### Supply network

The bar under the picture is 20 µm long. Pins as bars on the die edge. Tap cells in gray.
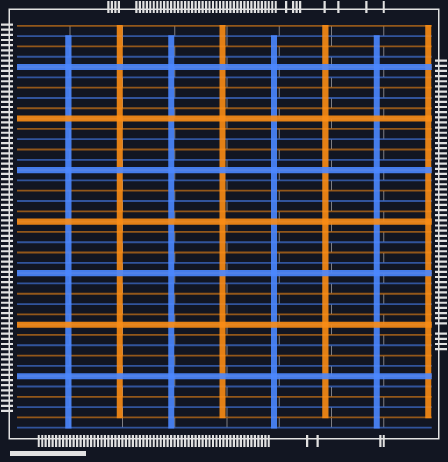
### Placement by cell class

The bar under the picture is 20 µm long.
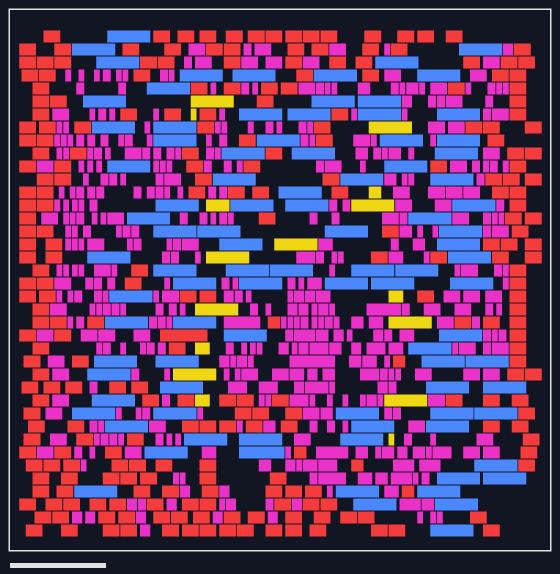
### Clock network drawn from the DEF

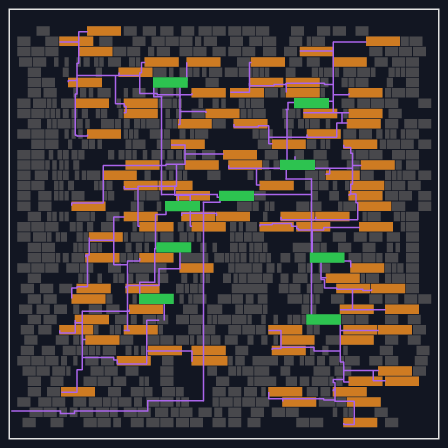
### Wiring by layer

The bar under the picture is 20 µm long. Two of the layers only.
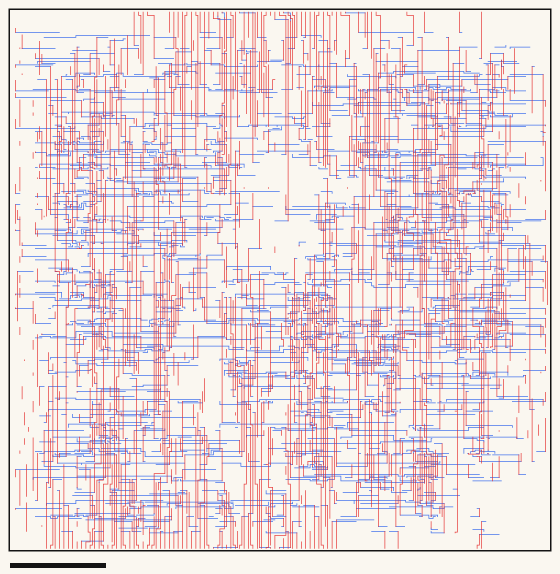
### Placed standard cells

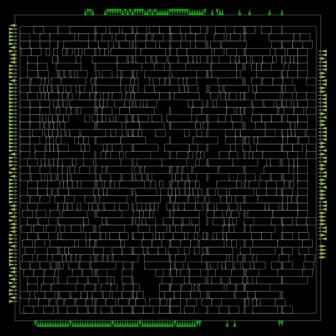
[src/rtl/mem_ctrl_pkg.sv]
// Shared definitions for the data-memory controller: funct3 codes,
// FSM encoding and requester identifiers.
package mem_ctrl_pkg;

    localparam logic [2:0] F3_B  = 3'b000;
    localparam logic [2:0] F3_H  = 3'b001;
    localparam logic [2:0] F3_W  = 3'b010;
    localparam logic [2:0] F3_BU = 3'b100;
    localparam logic [2:0] F3_HU = 3'b101;

    typedef enum logic [1:0] {
        S_IDLE   = 2'd0,
        S_ACCESS = 2'd1,
        S_WAIT   = 2'd2,
        S_RESP   = 2'd3
    } state_t;

    localparam logic REQ_CORE = 1'b0;
    localparam logic REQ_DBG  = 1'b1;

endpackage

[src/rtl/mem_lane_fmt.sv]
// Byte-lane formatter: store lane mask and data replication, load lane
// extraction with extension, and funct3/alignment legality.
module mem_lane_fmt
    import mem_ctrl_pkg::*;
(
    input  logic        we,
    input  logic [2:0]  funct3,
    input  logic [1:0]  byte_off,
    input  logic [31:0] wdata,
    input  logic [31:0] rdata,
    output logic [3:0]  lane_mask,
    output logic [31:0] wdata_rep,
    output logic [31:0] load_data,
    output logic        legal
);

    logic [31:0] shifted;

    assign shifted = rdata >> {byte_off, 3'b000};

    always_comb begin
        lane_mask = 4'b0000;
        wdata_rep = wdata;
        load_data = 32'd0;
        legal     = 1'b0;
        case (funct3)
            F3_B: begin
                lane_mask = 4'b0001 << byte_off;
                wdata_rep = {4{wdata[7:0]}};
                load_data = {{24{shifted[7]}}, shifted[7:0]};
                legal     = 1'b1;
            end
            F3_H: begin
                lane_mask = byte_off[1] ? 4'b1100 : 4'b0011;
                wdata_rep = {2{wdata[15:0]}};
                load_data = {{16{shifted[15]}}, shifted[15:0]};
                legal     = ~byte_off[0];
            end
            F3_W: begin
                lane_mask = 4'b1111;
                load_data = shifted;
                legal     = (byte_off == 2'b00);
            end
            // Unsigned variants exist only for loads.
            F3_BU: begin
                load_data = {24'd0, shifted[7:0]};
                legal     = ~we;
            end
            F3_HU: begin
                load_data = {16'd0, shifted[15:0]};
                legal     = ~we & ~byte_off[0];
            end
            default: legal = 1'b0;
        endcase
    end

endmodule

[src/rtl/data_mem_arbiter.sv]
// Round-robin arbiter and access sequencer sharing one data BRAM between
// the core load/store unit (requester 0) and the debug/DMA loader (requester 1).
module data_mem_arbiter
    import mem_ctrl_pkg::*;
#(
    parameter int ADDR_W = 10
) (
    input  logic              clk,
    input  logic              rst,
    input  logic [1:0]        req_valid,
    output logic [1:0]        req_ready,
    input  logic [1:0]        req_we,
    input  logic [5:0]        req_funct3,
    input  logic [63:0]       req_addr,
    input  logic [63:0]       req_wdata,
    output logic [1:0]        rsp_valid,
    output logic [31:0]       rsp_rdata,
    output logic              rsp_err,
    output logic              ram_en,
    output logic [3:0]        ram_we,
    output logic [ADDR_W-1:0] ram_addr,
    output logic [31:0]       ram_wdata,
    input  logic [31:0]       ram_rdata
);

    state_t      state_reg, state_next;
    logic        last_grant_reg;
    logic        gnt_reg;
    logic        we_reg;
    logic [2:0]  f3_reg;
    logic [31:0] addr_reg;
    logic [31:0] wdata_reg;
    logic        legal_reg;

    logic        any_valid;
    logic        gnt_sel;
    logic        in_idle;
    logic        sel_we;
    logic [2:0]  sel_f3;
    logic [31:0] sel_addr;
    logic [31:0] sel_wdata;
    logic [3:0]  lane_mask;
    logic [31:0] wdata_rep;
    logic [31:0] load_data;
    logic        fmt_legal;
    logic        sel_legal;
    logic [1:0]  gnt_onehot;

    always_comb begin
        any_valid = |req_valid;
        gnt_sel   = REQ_CORE;
        if (req_valid == 2'b10)
            gnt_sel = REQ_DBG;
        else if (req_valid == 2'b11)
            gnt_sel = ~last_grant_reg;
    end

    assign in_idle   = (state_reg == S_IDLE);
    assign req_ready = (in_idle && any_valid) ? (gnt_sel ? 2'b10 : 2'b01) : 2'b00;

    // In IDLE the formatter sees the incoming request so the BRAM strobes can
    // be registered on the accepting edge; afterwards it sees the latched copy.
    assign sel_we    = in_idle ? req_we[gnt_sel] : we_reg;
    assign sel_f3    = in_idle ? (gnt_sel ? req_funct3[5:3] : req_funct3[2:0]) : f3_reg;
    assign sel_addr  = in_idle ? (gnt_sel ? req_addr[63:32] : req_addr[31:0]) : addr_reg;
    assign sel_wdata = in_idle ? (gnt_sel ? req_wdata[63:32] : req_wdata[31:0]) : wdata_reg;
    assign sel_legal = fmt_legal && (sel_addr[31:ADDR_W+2] == '0);
    assign gnt_onehot = gnt_reg ? 2'b10 : 2'b01;

    mem_lane_fmt u_fmt (
        .we        (sel_we),
        .funct3    (sel_f3),
        .byte_off  (sel_addr[1:0]),
        .wdata     (sel_wdata),
        .rdata     (ram_rdata),
        .lane_mask (lane_mask),
        .wdata_rep (wdata_rep),
        .load_data (load_data),
        .legal     (fmt_legal)
    );

    always_ff @(posedge clk or posedge rst) begin
        if (rst)
            state_reg <= S_IDLE;
        else
            state_reg <= state_next;
    end

    always_comb begin
        state_next = state_reg;
        case (state_reg)
            S_IDLE:   if (any_valid) state_next = S_ACCESS;
            S_ACCESS: state_next = (!legal_reg || we_reg) ? S_RESP : S_WAIT;
            S_WAIT:   state_next = S_RESP;
            S_RESP:   state_next = S_IDLE;
            default:  state_next = S_IDLE;
        endcase
    end

    always_ff @(posedge clk or posedge rst) begin
        if (rst) begin
            last_grant_reg <= 1'b1;
            gnt_reg        <= 1'b0;
            we_reg         <= 1'b0;
            f3_reg         <= 3'd0;
            addr_reg       <= 32'd0;
            wdata_reg      <= 32'd0;
            legal_reg      <= 1'b0;
            rsp_valid      <= 2'b00;
            rsp_rdata      <= 32'd0;
            rsp_err        <= 1'b0;
            ram_en         <= 1'b0;
            ram_we         <= 4'd0;
            ram_addr       <= '0;
            ram_wdata      <= 32'd0;
        end else begin
            ram_en    <= 1'b0;
            ram_we    <= 4'd0;
            rsp_valid <= 2'b00;
            case (state_reg)
                S_IDLE: begin
                    if (any_valid) begin
                        gnt_reg        <= gnt_sel;
                        last_grant_reg <= gnt_sel;
                        we_reg         <= sel_we;
                        f3_reg         <= sel_f3;
                        addr_reg       <= sel_addr;
                        wdata_reg      <= sel_wdata;
                        legal_reg      <= sel_legal;
                        ram_en         <= sel_legal;
                        ram_we         <= (sel_legal && sel_we) ? lane_mask : 4'd0;
                        ram_addr       <= sel_addr[ADDR_W+1:2];
                        ram_wdata      <= wdata_rep;
                    end
                end
                S_ACCESS: begin
                    if (!legal_reg || we_reg) begin
                        rsp_valid <= gnt_onehot;
                        rsp_err   <= ~legal_reg;
                        rsp_rdata <= 32'd0;
                    end
                end
                S_WAIT: begin
                    rsp_valid <= gnt_onehot;
                    rsp_err   <= 1'b0;
                    rsp_rdata <= load_data;
                end
                default: rsp_err <= 1'b0;
            endcase
        end
    end

endmodule

[config.mk]
export PLATFORM = sky130hd
export DESIGN_NAME = data_mem_arbiter
export DESIGN_NICKNAME = d
export VERILOG_FILES = /design/src/rtl/mem_ctrl_pkg.sv /design/src/rtl/mem_lane_fmt.sv /design/src/rtl/data_mem_arbiter.sv
export SDC_FILE = /design/constraint.sdc
export NUM_CORES = 1
export LEC_CHECK = 0
export CAP_MARGIN = 20
export CORE_MARGIN = 1.5
export CORE_UTILIZATION = 44
export DETAILED_ROUTE_END_ITERATION = 10
export PLACE_DENSITY_LB_ADDON = 0.08
export SETUP_SLACK_MARGIN = 0.1
export SLEW_MARGIN = 25
export SYNTH_ARGS = -nofsm -noshare
export SYNTH_HDL_FRONTEND = slang
export SYNTH_SLANG_ARGS = --single-unit
[constraint.sdc]
create_clock -name clk -period 10.15 [get_ports clk]
set_input_delay 2.5375 -clock clk [delete_from_list [all_inputs] [get_ports clk]]
set_output_delay 2.5375 -clock clk [all_outputs]
set_load 0.1 [all_outputs]
==> results.cfg <==
; generated from flow reports
[cts]
h-tree-depth = 3
cts_made_buffers = 9
cts_buffer_depth = 2
tritoncts = built
clk_pin_slew_ns = 0.07
clk-insertion-delay-late_ns = 0.34
postCtsResizedCells = 0
hold_buffers = 0
root_buffer = clkbuf_16
post_cts_buffers = 0
cts.sinks = 93

[logic_synthesis]
simple_gate_share_pct = 18.4
synthArstFlopShare_pct = 100
fp_nets = 775
yosys.stat.chipArea_um2 = 5320
synthFlopType = dfrtp_1
synth_top_cell_by_count = nand2_1
syn_inst = 599
syn_area_um2 = 5320
edf_count = 0
ys_types = 59
top_area_cell = dfrtp_1
netlist_top_cells_count = 119 x nand2_1, 92 x dfrtp_1, 69 x o21ai_0
yosysCellCount = 599
syn_area_per_cell_um2 = 8.89
ys_sh_mux_pct = 10.5
ys_sh_xor_pct = 0
compound_area_share_pct = 20.9
numSynthFlops = 93
synth.logic.top_family = AND-OR/OR-AND gates
top_cells_by_area = dfrtp_1 43%, mux2i_1 9.4%, nand2_1 8.4%, o21ai_0 6.5%, nor2_1 3.6%
synth_warnings = 0
adder_share_pct = 0.940
yosys.area.top_type_share_pct = 43.3
ys_seq_share_pct = 43.7

[worst_setup_path]
endpoint = req_ready[1]
r2r_cells = 6
cp-start-kind = input pin
cp_common_cell = clkdlybuf4s50_1
crit_start = req_valid[1]
rr_endpoint = rsp_rdata[22]$_DFFE_PP0P_
end_kind = output pin
ff2ff_setup_slack_ns = 7.21
r2r_start = last_grant_reg$_DFFE_PP1P_
path_cells = clkdlybuf4s50_1, a21bo_2, buf_4, nor2_1, clkdlybuf4s50_1
path_depth = 5
path_max_fanout = 46
cp_top_family = buffers and inverters
cp.arrival_ns = 5.18
crit_type = input pin to output pin
critPathMaxStageDelay_ns = 1.19
path_buffers = 3
slowest_stage = clkdlybuf4s50_1
crit_required_ns = 7.61

[power]
power_sequential_mw = 0.588
fin_total_pwr_mw = 2.94
clockPowerShare_pct = 10.9
vdd_ir_drop_max_uv = 208
pg_clk_mw = 0.319
power.group.top = combinational logic
p_sw_mw = 1.70
sw_frac_of_total_pct = 57.7
pg_comb_mw = 2.03
p_int_mw = 1.24
p_per_area_nw_per_um2 = 360
seqPwrFrac_pct = 20.0
power_leakage_nw = 3.53
p_comb_share_pct = 69.1

[routing]
wl_per_cell_um = 18.0
drc = 0
drtIter0Drc = 319
wl_met3_um = 1250
drt_pass1_iterations = 5
maxUsedRoutingLayer = met4
wl_met2_um = 8590
routed_wl_um = 17400
avgViaCountPerCell = 5.54
wl_met1_um = 6970
ant_nets = 0

[floorplanning]
io_pins = 256
die_x_um = 113
fp.coreArea_um2 = 11600
fp_util_pct = 45.8
die_area_um2 = 12800
placementRows = 39
chipHeight_um = 113

[placement]
post-place-ws_ns = 2.39
place.gp.congestion = 0.916
io_buffers = 255
hpwlAfterDp_um = 13200
detailed_place.area_um2 = 7840
dp.cells = 951

[final_layout]
drive_gt1_share_pct = 5.58
mostFrequentLayoutCells = 255 x clkdlybuf4s50_1, 118 x nand2_1, 92 x dfrtp_1
mostFrequentLayoutCell = clkdlybuf4s50_1
area_delta_synth_final_pct = 53.2
nFillCells = 956
fin_nets = 996
fin_area_um2 = 8150
diodes = 0
reg_top3 = ram_wdata: 32 flops, rsp_rdata: 32 flops, ram_addr: 9 flops

[sta]
maxSlewHeadroom_pct = 29.7
worst_slew_pin_slew_ns = 1.05
fin_ws_ns = 2.43
tns_ns = 0
hold_violations = 0
setup_viol = 0
fmax_ghz = 0.130
period_used_pct = 76.1
skew_ns = 0.00616
fin_hold_ws_ns = 0.479
layout_min_cycle_time_ns = 7.72
slew_viol_final = 0
rsz0062_at_grt = false

[grt]
grt_start_max_net_pins = 100
grt_overflow = 0
grt_pass1_wl_um = 27000
grt_pass1_vias = 5289
grt_antenna_before_repair = 0

[flow_run]
tool_warnings = 29
drv_cap = 0

[worst_hold_path]
whs_path_depth = 2
hp-start = ram_addr[8]$_DFFE_PP0P_
hold-path-endpoint = ram_addr[8]$_DFFE_PP0P_
hp-class = flip-flop to flip-flop

[status]
status = finished clean
Notes on 'Supply network' above:
Key: orange = VDD; blue = VSS
8 straps on met4. The core has 39 rows. 256 signal pins sit on the boundary. 40 met1 rails follow the rows.

Notes on 'Placement by cell class' above:
Key: yellow = clock drivers and dummy loads [cells 16, share of their area 3.5%]; magenta = remaining logic cells [cells 455, share of their area 34%]; red = remaining buffers and delay cells [cells 261, share of their area 33%]; blue = sequential cells [cells 93, share of their area 29%]

Notes on 'Clock network drawn from the DEF' above:
Key: orange = flip-flops [count 93]; green = clock-net drivers [count 9]; purple = clock wires [length 1170 µm]
There are 10 routed clock nets.

Notes on 'Wiring by layer' above:
Key: blue = M1 [wire length 6970 µm]; red = M2 [wire length 8590 µm]
via count: 5360
GRT Util Overall: 27.2%

Notes on 'Placed standard cells' above:
fin cells: 968
Post-Route Utilization: 70.2%
Tapcells: 143
registers: 93
sequential share of cell area: 28.6%

per-layer routing:
| layer | vias up | GRT usage [%] |
|---|---|---|
| met5 | - | 0 |
| met2 | 254 | 46.8 |
| met3 | 44 | 6.16 |
| li1 | 2566 | - |
| met4 | 0 | 12.6 |
| met1 | 2496 | 32.4 |
layout make-up:
type / instances / area (µm²) / share of cell area (%)
clock buffer: 12 / 246 / 3.02
timing repair buffer: 261 / 2620 / 32.1
multi-input combinational: 447 / 2720 / 33.3
clock inverter: 4 / 33.8 / 0.414
inverter: 8 / 32.5 / 0.399
sequential: 93 / 2330 / 28.6
tap: 143 / 179 / 2.19
